$ cat src/rtl/ula_seq.sv
// ula_seq: registered sequential ALU with Z/N/C/V flags and Busy/Done handshake.
//
// Optional feature macro: ULA_SEQ_MULT_EN
//   defined   -> op 111 is an iterative shift-add multiply taking WIDTH cycles
//   undefined -> op 111 completes in one cycle with Q=0 (Z=1); Busy stays 0
//
// Ports:
//   Clock     in   rising-edge clock
//   Reset     in   asynchronous active-high reset
//   Start     in   operation request, sampled only when idle
//   Operacao  in   [2:0] operation select, latched with Start
//   A         in   [WIDTH-1:0] operand a
//   BusWires  in   [WIDTH-1:0] operand b
//   Q         out  [WIDTH-1:0] registered result
//   Busy      out  high while a multi-cycle operation is in progress
//   Done      out  one-cycle pulse when Q and flags are updated
//   Z,N,C,V   out  zero, negative, carry, signed-overflow flags
module ula_seq #(
  parameter int unsigned WIDTH = 16,
  parameter int unsigned SHW   = $clog2(WIDTH)
) (
  input  logic             Clock,
  input  logic             Reset,
  input  logic             Start,
  input  logic [2:0]       Operacao,
  input  logic [WIDTH-1:0] A,
  input  logic [WIDTH-1:0] BusWires,
  output logic [WIDTH-1:0] Q,
  output logic             Busy,
  output logic             Done,
  output logic             Z,
  output logic             N,
  output logic             C,
  output logic             V
);

  localparam int unsigned W1 = WIDTH + 1;

  localparam logic [2:0] OP_ADD = 3'b000;
  localparam logic [2:0] OP_SUB = 3'b001;
  localparam logic [2:0] OP_AND = 3'b010;
  localparam logic [2:0] OP_OR  = 3'b011;
  localparam logic [2:0] OP_XOR = 3'b100;
  localparam logic [2:0] OP_SHL = 3'b101;
  localparam logic [2:0] OP_SHR = 3'b110;
`ifdef ULA_SEQ_MULT_EN
  localparam logic [2:0] OP_MUL = 3'b111;
`endif

  // Result and flag registers (G-register role)
  logic [WIDTH-1:0] q_q, q_d;
  logic             z_q, z_d;
  logic             n_q, n_d;
  logic             c_q, c_d;
  logic             v_q, v_d;
  logic             done_q, done_d;

  // Single-cycle ALU on the live inputs; its result is captured at the Start edge
  logic [WIDTH:0]   sum_c;
  logic [WIDTH-1:0] res_c;
  logic             cy_c;
  logic             ov_c;

  always_comb begin
    sum_c = '0;
    res_c = '0;
    cy_c  = 1'b0;
    ov_c  = 1'b0;
    case (Operacao)
      OP_ADD: begin
        sum_c = {1'b0, A} + {1'b0, BusWires};
        res_c = sum_c[WIDTH-1:0];
        cy_c  = sum_c[WIDTH];
        ov_c  = (A[WIDTH-1] == BusWires[WIDTH-1]) && (res_c[WIDTH-1] != A[WIDTH-1]);
      end
      OP_SUB: begin
        // a - b as a + ~b + 1, so carry out means no borrow
        sum_c = {1'b0, A} + {1'b0, ~BusWires} + W1'(1);
        res_c = sum_c[WIDTH-1:0];
        cy_c  = sum_c[WIDTH];
        ov_c  = (A[WIDTH-1] != BusWires[WIDTH-1]) && (res_c[WIDTH-1] != A[WIDTH-1]);
      end
      OP_AND: res_c = A & BusWires;
      OP_OR:  res_c = A | BusWires;
      OP_XOR: res_c = A ^ BusWires;
      OP_SHL: res_c = A << BusWires[SHW-1:0];
      OP_SHR: res_c = A >> BusWires[SHW-1:0];
      default: res_c = '0;  // op 111 is handled by the multiplier (or yields 0)
    endcase
  end

`ifdef ULA_SEQ_MULT_EN
  typedef enum logic {
    S_IDLE = 1'b0,
    S_MUL  = 1'b1
  } state_e;

  state_e             state_q, state_d;
  logic [SHW-1:0]     cnt_q, cnt_d;
  logic [WIDTH-1:0]   mcand_q, mcand_d;
  logic [2*WIDTH-1:0] prod_q, prod_d;
  logic               busy_q, busy_d;

  // One shift-add step: multiplier sits in the low half and shifts out LSB first
  logic [WIDTH:0]     add_c;
  logic [2*WIDTH-1:0] step_c;

  assign add_c  = {1'b0, prod_q[2*WIDTH-1:WIDTH]} + (prod_q[0] ? {1'b0, mcand_q} : W1'(0));
  assign step_c = {add_c, prod_q[WIDTH-1:1]};
`endif

  // Next-state and result/flag update
  always_comb begin
    q_d    = q_q;
    z_d    = z_q;
    n_d    = n_q;
    c_d    = c_q;
    v_d    = v_q;
    done_d = 1'b0;
`ifdef ULA_SEQ_MULT_EN
    state_d = state_q;
    cnt_d   = cnt_q;
    mcand_d = mcand_q;
    prod_d  = prod_q;
    busy_d  = 1'b0;
    case (state_q)
      S_IDLE: begin
        if (Start) begin
          if (Operacao == OP_MUL) begin
            state_d = S_MUL;
            busy_d  = 1'b1;
            cnt_d   = '0;
            mcand_d = A;
            prod_d  = {{WIDTH{1'b0}}, BusWires};
          end else begin
            q_d    = res_c;
            z_d    = (res_c == '0);
            n_d    = res_c[WIDTH-1];
            c_d    = cy_c;
            v_d    = ov_c;
            done_d = 1'b1;
          end
        end
      end
      S_MUL: begin
        prod_d = step_c;
        cnt_d  = cnt_q + SHW'(1);
        if (cnt_q == SHW'(WIDTH - 1)) begin
          state_d = S_IDLE;
          q_d     = step_c[WIDTH-1:0];
          z_d     = (step_c[WIDTH-1:0] == '0);
          n_d     = step_c[WIDTH-1];
          c_d     = |step_c[2*WIDTH-1:WIDTH];
          v_d     = 1'b0;
          done_d  = 1'b1;
        end else begin
          busy_d = 1'b1;
        end
      end
      default: state_d = S_IDLE;
    endcase
`else
    if (Start) begin
      q_d    = res_c;
      z_d    = (res_c == '0);
      n_d    = res_c[WIDTH-1];
      c_d    = cy_c;
      v_d    = ov_c;
      done_d = 1'b1;
    end
`endif
  end

  // State and output registers
  always_ff @(posedge Clock or posedge Reset) begin
    if (Reset) begin
      q_q     <= '0;
      z_q     <= 1'b0;
      n_q     <= 1'b0;
      c_q     <= 1'b0;
      v_q     <= 1'b0;
      done_q  <= 1'b0;
`ifdef ULA_SEQ_MULT_EN
      state_q <= S_IDLE;
      cnt_q   <= '0;
      mcand_q <= '0;
      prod_q  <= '0;
      busy_q  <= 1'b0;
`endif
    end else begin
      q_q     <= q_d;
      z_q     <= z_d;
      n_q     <= n_d;
      c_q     <= c_d;
      v_q     <= v_d;
      done_q  <= done_d;
`ifdef ULA_SEQ_MULT_EN
      state_q <= state_d;
      cnt_q   <= cnt_d;
      mcand_q <= mcand_d;
      prod_q  <= prod_d;
      busy_q  <= busy_d;
`endif
    end
  end

  assign Q    = q_q;
  assign Z    = z_q;
  assign N    = n_q;
  assign C    = c_q;
  assign V    = v_q;
  assign Done = done_q;
`ifdef ULA_SEQ_MULT_EN
  assign Busy = busy_q;
`else
  assign Busy = 1'b0;
`endif

endmodule

$ cat config.mk
export PLATFORM = sky130hd
export DESIGN_NAME = ula_seq
export DESIGN_NICKNAME = d
export VERILOG_FILES = /design/src/rtl/ula_seq.sv
export SDC_FILE = /design/constraint.sdc
export NUM_CORES = 1
export LEC_CHECK = 0
export CAP_MARGIN = 0
export CELL_PAD_IN_SITES_DETAIL_PLACEMENT = 1
export CELL_PAD_IN_SITES_GLOBAL_PLACEMENT = 1
export CORE_AREA = 2 2 119 121
export DETAILED_ROUTE_END_ITERATION = 8
export DIE_AREA = 0 0 121 123
export PLACE_DENSITY = 0.81
export SYNTH_ARGS = -nofsm -noshare
export SYNTH_HDL_FRONTEND = slang
export SYNTH_SLANG_ARGS = --single-unit
$ cat constraint.sdc
create_clock -name Clock -period 1.2 [get_ports Clock]
set_clock_uncertainty 0.15 [all_clocks]
set_input_delay 0.18 -clock Clock [delete_from_list [all_inputs] [get_ports Clock]]
set_output_delay 0.18 -clock Clock [all_outputs]
set_load 0.01 [all_outputs]
**Layout detail**

Region (66, 67) to (116, 117) microns. Cells in grey, sequential cells in the stronger grey; small squares are vias.
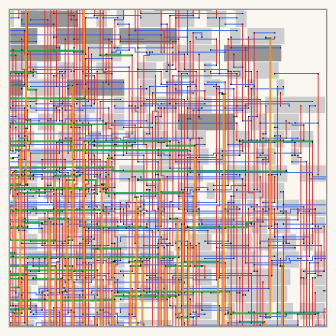
Key: M2 = red; M3 = green; M1 = blue; M4 = orange
165 logic cells have their middle in the window. Most frequent: buf_4 (38), nand2_1 (13), nor2_1 (10). Netlist names of flops here include Q (7). Sequential cells in the window: 7.

**The metal 3 layer**

Drawn at 4 px/micron. Cells faint in the background.
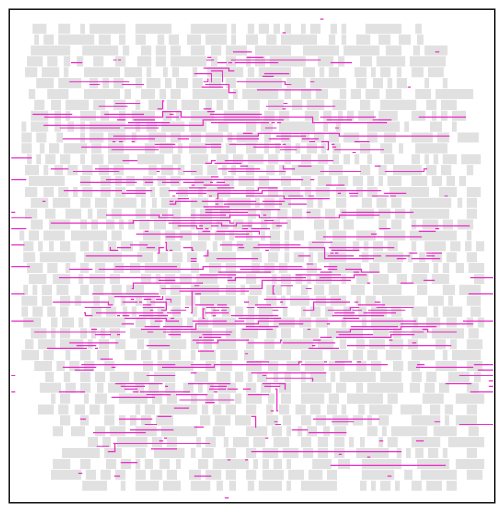
The layer carries 3220 microns of wire. 257 nets have wire on it. The longest straight run is 49.0 microns.

**The clock network**

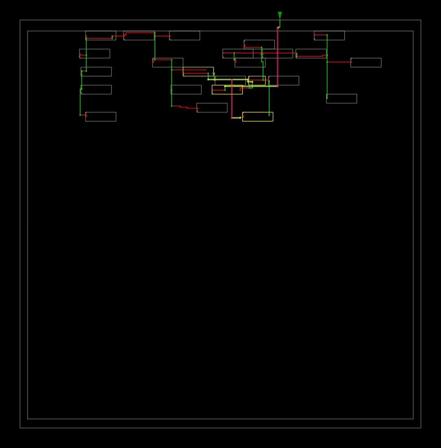
Sink Count: 20
registers: 20
clk ins delay skew pair: 0.26 ns

==> qor.log <==
qor: run_status.run_status complete, but fails checks
qor: run_status.failed_checks negative setup slack
qor: finish.finish.utilization 65.6%
qor: global_routing.grt-ovfl-total 0
qor: finish.area.combinational 4850 sq um
qor: sta.setup_ws -1.83 ns
qor: drt.drt-total-wl 34800 microns
qor: die.die-width 121 microns
qor: setup_path.worst-path-max-fanout 3
qor: finish.finalNetCount 1040
qor: yosys.post_synth_fa_ha_maj_area_fraction 14.3%
qor: setup_path.critical_path.endpoint_type flip-flop
qor: yosys.yosys.area_share.aoi 31.3%
qor: worst_hold_path.worstHoldPathType primary input to asynchronous set/reset pin
qor: yosys.synth_seq_share 10.8%
qor: placed_design.globalplace.congestion 1.01
qor: finish.logic_gates 516
qor: yosys.yosys_cells 644
qor: yosys.synth-area-yosys 4650 sq um
qor: setup_path.path_depth 14
qor: power.power_frac_clock 12.3%
qor: drt.drt-wirelength-per-cell 30.8 microns
qor: clock_network.postCtsSetupRepairBufs 57
qor: sta.finalWorstPathRequiredPeriod 3.03 ns
qor: setup_path.timing.rr.start Q[15]
qor: setup_path.setup.worst_path.end Z
qor: yosys.synthTopLogicFamily AND-OR/OR-AND gates
qor: sta.max_slew.worst_pin.slew 0.631 ns
qor: power.sw_frac_of_total 45.8%
qor: clock_network.cts.clk_slew.worst_paths 0.06 ns
qor: setup_path.slowest_stage xor2_1
qor: clock_network.cts_buffers 3
qor: yosys.netlist_area 4650 sq um
qor: power.combinationalPowerShare 74.5%
qor: sta.slew_headroom 57.6%
qor: yosys.synth_area_in_simple_gates 19.8%
qor: run.openroad_warnings 63
qor: yosys.top_area_cell ha_1
qor: setup_path.r2r_cell_count 4
qor: placed_design.place.detailed.instances 1059
qor: global_routing.grt_pass1_vias 7646
qor: power.intPower 0.00343 W
qor: yosys.yosys_register_bits 20
qor: sta.report.final.slew_viol_count 0
qor: run.timing.max_cap.violations 0
qor: finish.layout_non_clock_buf_share 33.5%
qor: yosys.post_synth_num_cell_types 79
qor: finish.syn2layout_area_growth 92.1%
qor: die.area_enclosed_by_the_die_boundary 14900 sq um
qor: yosys.synthCells 644
qor: die.chipHeight 123 microns
qor: sta.finalSetupViolations 19
qor: finish.mostFrequentLayoutCells 245 x buf_4, 51 x nand2_1, 50 x nor2_1, 40 x buf_6, 29 x a21oi_1
qor: finish.area.sequential 500 sq um
qor: drt.met2_length 16000 microns
qor: drt.first_iter_violations 954
qor: clock_network.post_cts_resize_count 370
qor: yosys.synth-edff-count 0
qor: finish.clock_cell_area_share 0.995%
qor: setup_path.worst_ep_required_time 1.22 ns
qor: finish.dominant_cells multi-input combinational cells
qor: clock_network.cts_buffer_depth 2
qor: yosys.top_cells_by_area ha_1 13%, dfrtp_1 11%, a21oi_1 5.8%
qor: setup_path.worst_path_dominant_cell_family AND-OR/OR-AND gates
qor: global_routing.top_usage_layer met2
qor: die.floorplanUtilization 34.1%
qor: yosys.synthMuxAreaShare 11.9%
qor: setup_path.slowest_delay 0.52 ns
qor: drt.via_per_inst 6.66
qor: drt.final_antenna_net_count 0
qor: finish.layout.cells.most_common buf_4
qor: global_routing.pin_count_of_the_biggest_net_entering_global_routing 35
qor: finish.finish.instance_area 8930 sq um
qor: global_routing.grtUsageMet2 69.0%
qor: sta.final.setup.tns -25.38 ns
qor: finish.layout_cells_excl_fill 1129
qor: yosys.count_of_synthesis_stage_warnings_from_yosys 0
qor: yosys.synth.avg_cell_area 7.21 sq um
qor: drt.drt-pass1-iter-count 7
qor: finish.n_clock_buffer 4
qor: finish.area.share.sequential 5.61%
qor: placed_design.input_output_buffers 58
qor: finish.antenna_cells 0
qor: yosys.async_reset_ff_share 100%
qor: sta.final_worst_path_cycle_share 252%
qor: global_routing.grt.total_usage 39.8%
qor: global_routing.grt_first_pass_wirelength 45000 microns
qor: yosys.top_area_share 13.5%
qor: setup_path.path_cells buf_12 -> buf_6 -> buf_4 -> ha_2 -> a21o_1 -> nand4_1 -> buf_6 -> a21oi_1 -> a31oi_1 -> xor2_1 -> o211ai_1 -> nor4_1 -> nand4_1 -> o32ai_2
qor: clock_network.ctsHoldBuffers 0
qor: setup_path.ff2ff_setup_slack 0.08 ns
## power groups by stage
stage          Clock (W)  Sequential [W]  Combinational, W
2_1_floorplan          0        0.000868           0.00150
3_3_place_gp           0        0.000824           0.00316
3_5_place_dp           0        0.000831           0.00326
4_1_cts         0.000791        0.000819           0.00399
5_1_grt         0.000798        0.000837           0.00482
6_report        0.000777        0.000833           0.00471
## synth_stat cells (6+ instances only)
master,number
buf_4,6
mux2i_1,24
nand3_1,12
o211ai_1,13
o21ai_0,24
inv_1,56
nor2b_1,10
nor3_1,17
a211oi_1,15
a21o_1,6
buf_1,7
nor2_1,58
mux2_2,11
o22ai_1,13
a21oi_1,54
ha_1,50
a22oi_1,13
nor4_1,9
xnor2_1,9
buf_2,10
nand2_1,53
dfrtp_1,20
a31oi_1,12
clkbuf_1,27
nand4_1,6
nand2b_1,7
No activity file was given, so power comes from the tool's default toggle rates.
